## src/rtl/heartbeat_pkg.sv

```systemverilog
// Shared types and helpers for the heartbeat beacon: FSM states, default sync word,
// and the IEEE 802.3 Manchester half-bit encoder.
package heartbeat_pkg;

  typedef enum logic [2:0] {
    StIdle,
    StSync,
    StData,
    StParity,
    StGap
  } hb_state_e;

  localparam logic [7:0] DefaultSyncPattern = 8'hD5;

  // First half-bit carries the complement, second half-bit the bit itself.
  function automatic logic manchester_enc(input logic data_bit, input logic half);
    return half ? data_bit : ~data_bit;
  endfunction

endpackage

```

## src/rtl/heartbeat_beacon_delay.sv

```systemverilog
// Inverter chain on the beacon output for analog delay characterisation; collapses
// to a plain wire when STAGES is zero or under cocotb simulation.
module inv_delay_line #(
  parameter int unsigned STAGES = 0
) (
  input  logic din,
  output logic dout
);

`ifdef COCOTB_SIM
  assign dout = din;
`else
  if (STAGES == 0) begin : g_bypass
    assign dout = din;
  end else begin : g_chain
    logic [STAGES:0] tap;
    assign tap[0] = din;
    for (genvar i = 0; i < STAGES; i++) begin : inverter
      assign tap[i+1] = ~tap[i];
    end
    assign dout = tap[STAGES];
  end
`endif

endmodule

```

## src/rtl/heartbeat_beacon.sv

```systemverilog
// Manchester-encoded liveness beacon: repeating frames of sync word, free-running
// counter and optional even parity, separated by a low idle gap.
module heartbeat_beacon
  import heartbeat_pkg::*;
#(
  parameter int unsigned           COUNTER_WIDTH   = 8,
  parameter int unsigned           SYNC_WIDTH      = 8,
  parameter logic [SYNC_WIDTH-1:0] SYNC_PATTERN    = SYNC_WIDTH'(DefaultSyncPattern),
  parameter bit                    PARITY_EN       = 1'b1,
  parameter int unsigned           HALF_BIT_CYCLES = 2,
  parameter int unsigned           GAP_BITS        = 4,
  parameter int unsigned           DELAY_STAGES    = 0
) (
  input  logic clk,
  input  logic rst_n,
  input  logic en,
  output logic signal,
  output logic frame_start,
  output logic busy
);

  localparam int unsigned MaxLen0 = (SYNC_WIDTH > COUNTER_WIDTH) ? SYNC_WIDTH : COUNTER_WIDTH;
  localparam int unsigned MaxLen  = (MaxLen0 > GAP_BITS) ? MaxLen0 : GAP_BITS;
  localparam int unsigned IdxW    = (MaxLen > 1) ? $clog2(MaxLen) : 1;
  localparam int unsigned DivW    = (HALF_BIT_CYCLES > 1) ? $clog2(HALF_BIT_CYCLES) : 1;
  localparam logic [DivW-1:0] DivLast = DivW'(HALF_BIT_CYCLES - 1);

  if ((DELAY_STAGES % 2 != 0) || (HALF_BIT_CYCLES < 1) || (GAP_BITS < 1)) begin : g_param_check
    $error("heartbeat_beacon: DELAY_STAGES must be even, HALF_BIT_CYCLES and GAP_BITS >= 1");
  end

  hb_state_e              state_q, state_d;
  logic [DivW-1:0]        div_q, div_d;
  logic                   half_q, half_d;
  logic [IdxW-1:0]        idx_q, idx_d;
  logic [COUNTER_WIDTH-1:0] latched_q, latched_d;
  logic [COUNTER_WIDTH-1:0] counter_q, counter_d;
  logic                   signal_q, line_d;
  logic                   frame_start_q;
  logic                   start, enter_gap;
  logic                   sync_bit, data_bit;

  always_comb begin
    state_d   = state_q;
    div_d     = div_q;
    half_d    = half_q;
    idx_d     = idx_q;
    latched_d = latched_q;
    counter_d = counter_q;
    start     = 1'b0;
    enter_gap = 1'b0;
    if (state_q == StIdle) begin
      start = en;
    end else if (div_q != DivLast) begin
      div_d = div_q + 1'b1;
    end else begin
      div_d  = '0;
      half_d = ~half_q;
      // End of a bit-time: step the index or move to the next field.
      if (half_q) begin
        if (idx_q != '0) begin
          idx_d = idx_q - 1'b1;
        end else begin
          case (state_q)
            StSync: begin
              state_d = StData;
              idx_d   = IdxW'(COUNTER_WIDTH - 1);
            end
            StData: begin
              if (PARITY_EN) state_d = StParity;
              else           enter_gap = 1'b1;
            end
            StParity: enter_gap = 1'b1;
            StGap: begin
              if (en) start = 1'b1;
              else    state_d = StIdle;
            end
            default: state_d = StIdle;
          endcase
        end
      end
    end
    if (enter_gap) begin
      state_d   = StGap;
      idx_d     = IdxW'(GAP_BITS - 1);
      counter_d = counter_q + 1'b1;
    end
    if (start) begin
      state_d   = StSync;
      idx_d     = IdxW'(SYNC_WIDTH - 1);
      latched_d = counter_q;
    end
  end

  // Line level is derived from next-state registers so the pin itself is a flop.
  always_comb begin
    sync_bit = (SYNC_PATTERN & (SYNC_WIDTH'(1) << idx_d)) != '0;
    data_bit = (latched_d & (COUNTER_WIDTH'(1) << idx_d)) != '0;
    case (state_d)
      StSync:   line_d = manchester_enc(sync_bit, half_d);
      StData:   line_d = manchester_enc(data_bit, half_d);
      StParity: line_d = manchester_enc(^latched_d, half_d);
      default:  line_d = 1'b0;
    endcase
  end

  always_ff @(posedge clk or negedge rst_n) begin
    if (!rst_n) begin
      state_q       <= StIdle;
      div_q         <= '0;
      half_q        <= 1'b0;
      idx_q         <= '0;
      latched_q     <= '0;
      counter_q     <= '0;
      signal_q      <= 1'b0;
      frame_start_q <= 1'b0;
    end else begin
      state_q       <= state_d;
      div_q         <= div_d;
      half_q        <= half_d;
      idx_q         <= idx_d;
      latched_q     <= latched_d;
      counter_q     <= counter_d;
      signal_q      <= line_d;
      frame_start_q <= start;
    end
  end

  assign frame_start = frame_start_q;
  assign busy        = (state_q != StIdle);

  inv_delay_line #(
    .STAGES(DELAY_STAGES)
  ) u_delay (
    .din (signal_q),
    .dout(signal)
  );

endmodule
```

## config.mk

```make
export PLATFORM = sky130hd
export DESIGN_NAME = heartbeat_beacon
export DESIGN_NICKNAME = d
export VERILOG_FILES = /design/src/rtl/heartbeat_pkg.sv /design/src/rtl/heartbeat_beacon_delay.sv /design/src/rtl/heartbeat_beacon.sv
export SDC_FILE = /design/constraint.sdc
export NUM_CORES = 1
export LEC_CHECK = 0
export CAP_MARGIN = 15
export CORE_MARGIN = 2
export CORE_UTILIZATION = 59
export DETAILED_ROUTE_END_ITERATION = 10
export PLACE_DENSITY = 0.8
export RECOVER_POWER = 100
export SKIP_CTS_REPAIR_TIMING = 1
export SLEW_MARGIN = 20
export SYNTH_ARGS = -nofsm -noshare
export SYNTH_HDL_FRONTEND = slang
export SYNTH_SLANG_ARGS = --single-unit
```

## constraint.sdc

```tcl
create_clock -name clk -period 3.25 [get_ports clk]
set_input_delay 0.325 -clock clk [delete_from_list [all_inputs] [get_ports clk]]
set_output_delay 0.325 -clock clk [all_outputs]
set_load 0.01 [all_outputs]
```

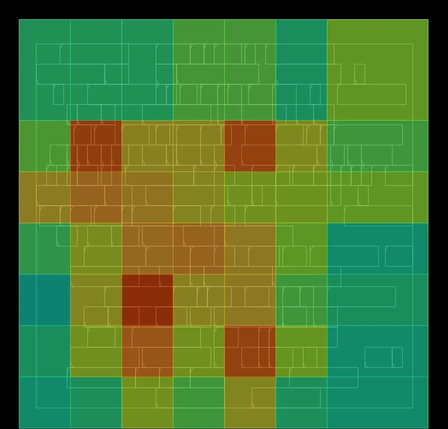
Fig. 1. Routing congestion.
met3 Track Usage GR: 2.957%
DR WL/cell: 15.95 um
met2 Resource Use GR: 35.32%
Tot GR Track Use: 22.96%

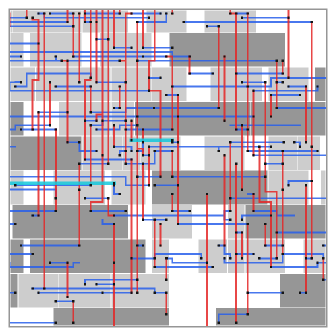
Fig. 2. Zoomed window.
Region (15, 4) to (40, 29) um. Cells in gray, sequential cells in the stronger gray; small squares are vias.
Key: cyan = M3; blue = M1; red = M2
Netlist names of flops here include counter_q (6), latched_q (4). Most frequent: dfrtp_1 (10), xnor2_1 (5). 42 logic cells have their middle in the window. Sequential cells in the window: 10.

==> results_slide.txt <==
Physical Implementation Snapshot

Drt
  – Met2 routed WL: 1326 um
  – Top sig layer: met4
  – Via count: 1078
  – WL final: 2887 um
  – M1 WL: 1387 um
  – Vias per Instance: 5.956

Setup path
  – Worst endpoint required time: 3.51 ns
  – Buffers & Inverters on Critical Path: 2
  – Reg-to-reg endpoint: signal_q$_DFF_PN0_
  – Max FO, Critical Path: 13
  – Critical path's slowest cell: or4_1
  – Crit path launch: idx_q[0]$_DFF_PN0_
  – R2r setup slk: 0.19 ns
  – Critical path, cell by cell: inv_1 > ha_4 > nand4b_4 > a2111oi_4 > buf_12 > mux2_2 > xnor2_1 > xnor3_1 > or4_1 > o211ai_1
  – Crit path launch type: flop

Finish
  – Clock-cell share: 3.123%
  – Inverters: 8
  – Area growth from synthesis to layout: 9.796%
  – Combinational share of cell area: 49.37%
  – Most numerous logic cells after layout: 26 x dfrtp_1, 12 x nand2_1, 10 x xnor2_1, 9 x nor2_1, 8 x inv_1
  – Reg area: 650.6 sq um
  – Non-clk bufs: 9
  – Finished Cell Area: 1683 sq um
  – Area-dominant cell class after layout: multi-input combinational cells

Pwr
  – Power Total: 1.285 mW
  – P_clk: 0.226 mW
  – Clock Power Share: 17.6%
  – Sw Pwr: 0.5061 mW
  – Comb pwr share: 43.7%
  – Cell Int Power: 0.7788 mW
  – Logic power comb: 0.562 mW

Logic synthesis
  – XOR/XNOR Area Share: 11.10%
  – Asr flop ratio synth: 100.0%
  – Top_reg_cell synth: dfrtp_1
  – Mux area share: 10.37%
  – Distinct lib cells: 46
  – Net count after synthesis: 149
  – Top cells, area: dfrtp_1 42%, xnor2_1 5.7%, mux2_2 5.1%
  – Mapped Area: 1533 sq um
  – Avg Cell Area, Syn: 10.72 sq um

Run status
  – Run status: complete, no violations

Global route
  – Initial antenna violation count: 0
  – Overflow after GRT: 0
  – Vias in the first global route: 1037

STA
  – Tmin final: 3.057 ns
  – Endpoints failing hold: 0
  – Max Freq: 0.3271 GHz
  – Final Slew Violations: 0
  – Worst Tran Pin Value: 1.370 ns
  – Clock Skew: 0.008682 ns

Place
  – Dpl cells: 177
  – DP Wirelength: 2140 um
  – GPL Wtd Cong: 0.7617

Worst hold path
  – Hold path startpoint: counter_q[7]$_DFFE_PN0P_

Die
  – Die H: 54.97 um
  – Top-Level Pins: 6
  – # rows: 18
  – Core Area: 2477 sq um
  – Floorplan Utilization: 61.87%

Clock network
  – Clock Sinks: 26
  – Worst-path clk slew: 0.15 ns
  – Root Buffer: clkbuf_4

Run
  – Tool warnings: 27
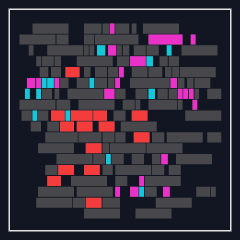
Fig. 3. Gate-type map.
Drawn at 4 px/um.
Key: magenta = nand cells [cells 21, most used nand2_1, where all over the die]; red = mux cells [cells 14, most used mux2i_1]; cyan = nor cells [cells 13, most used nor2_1]

Power and IR drop assume default switching activity.
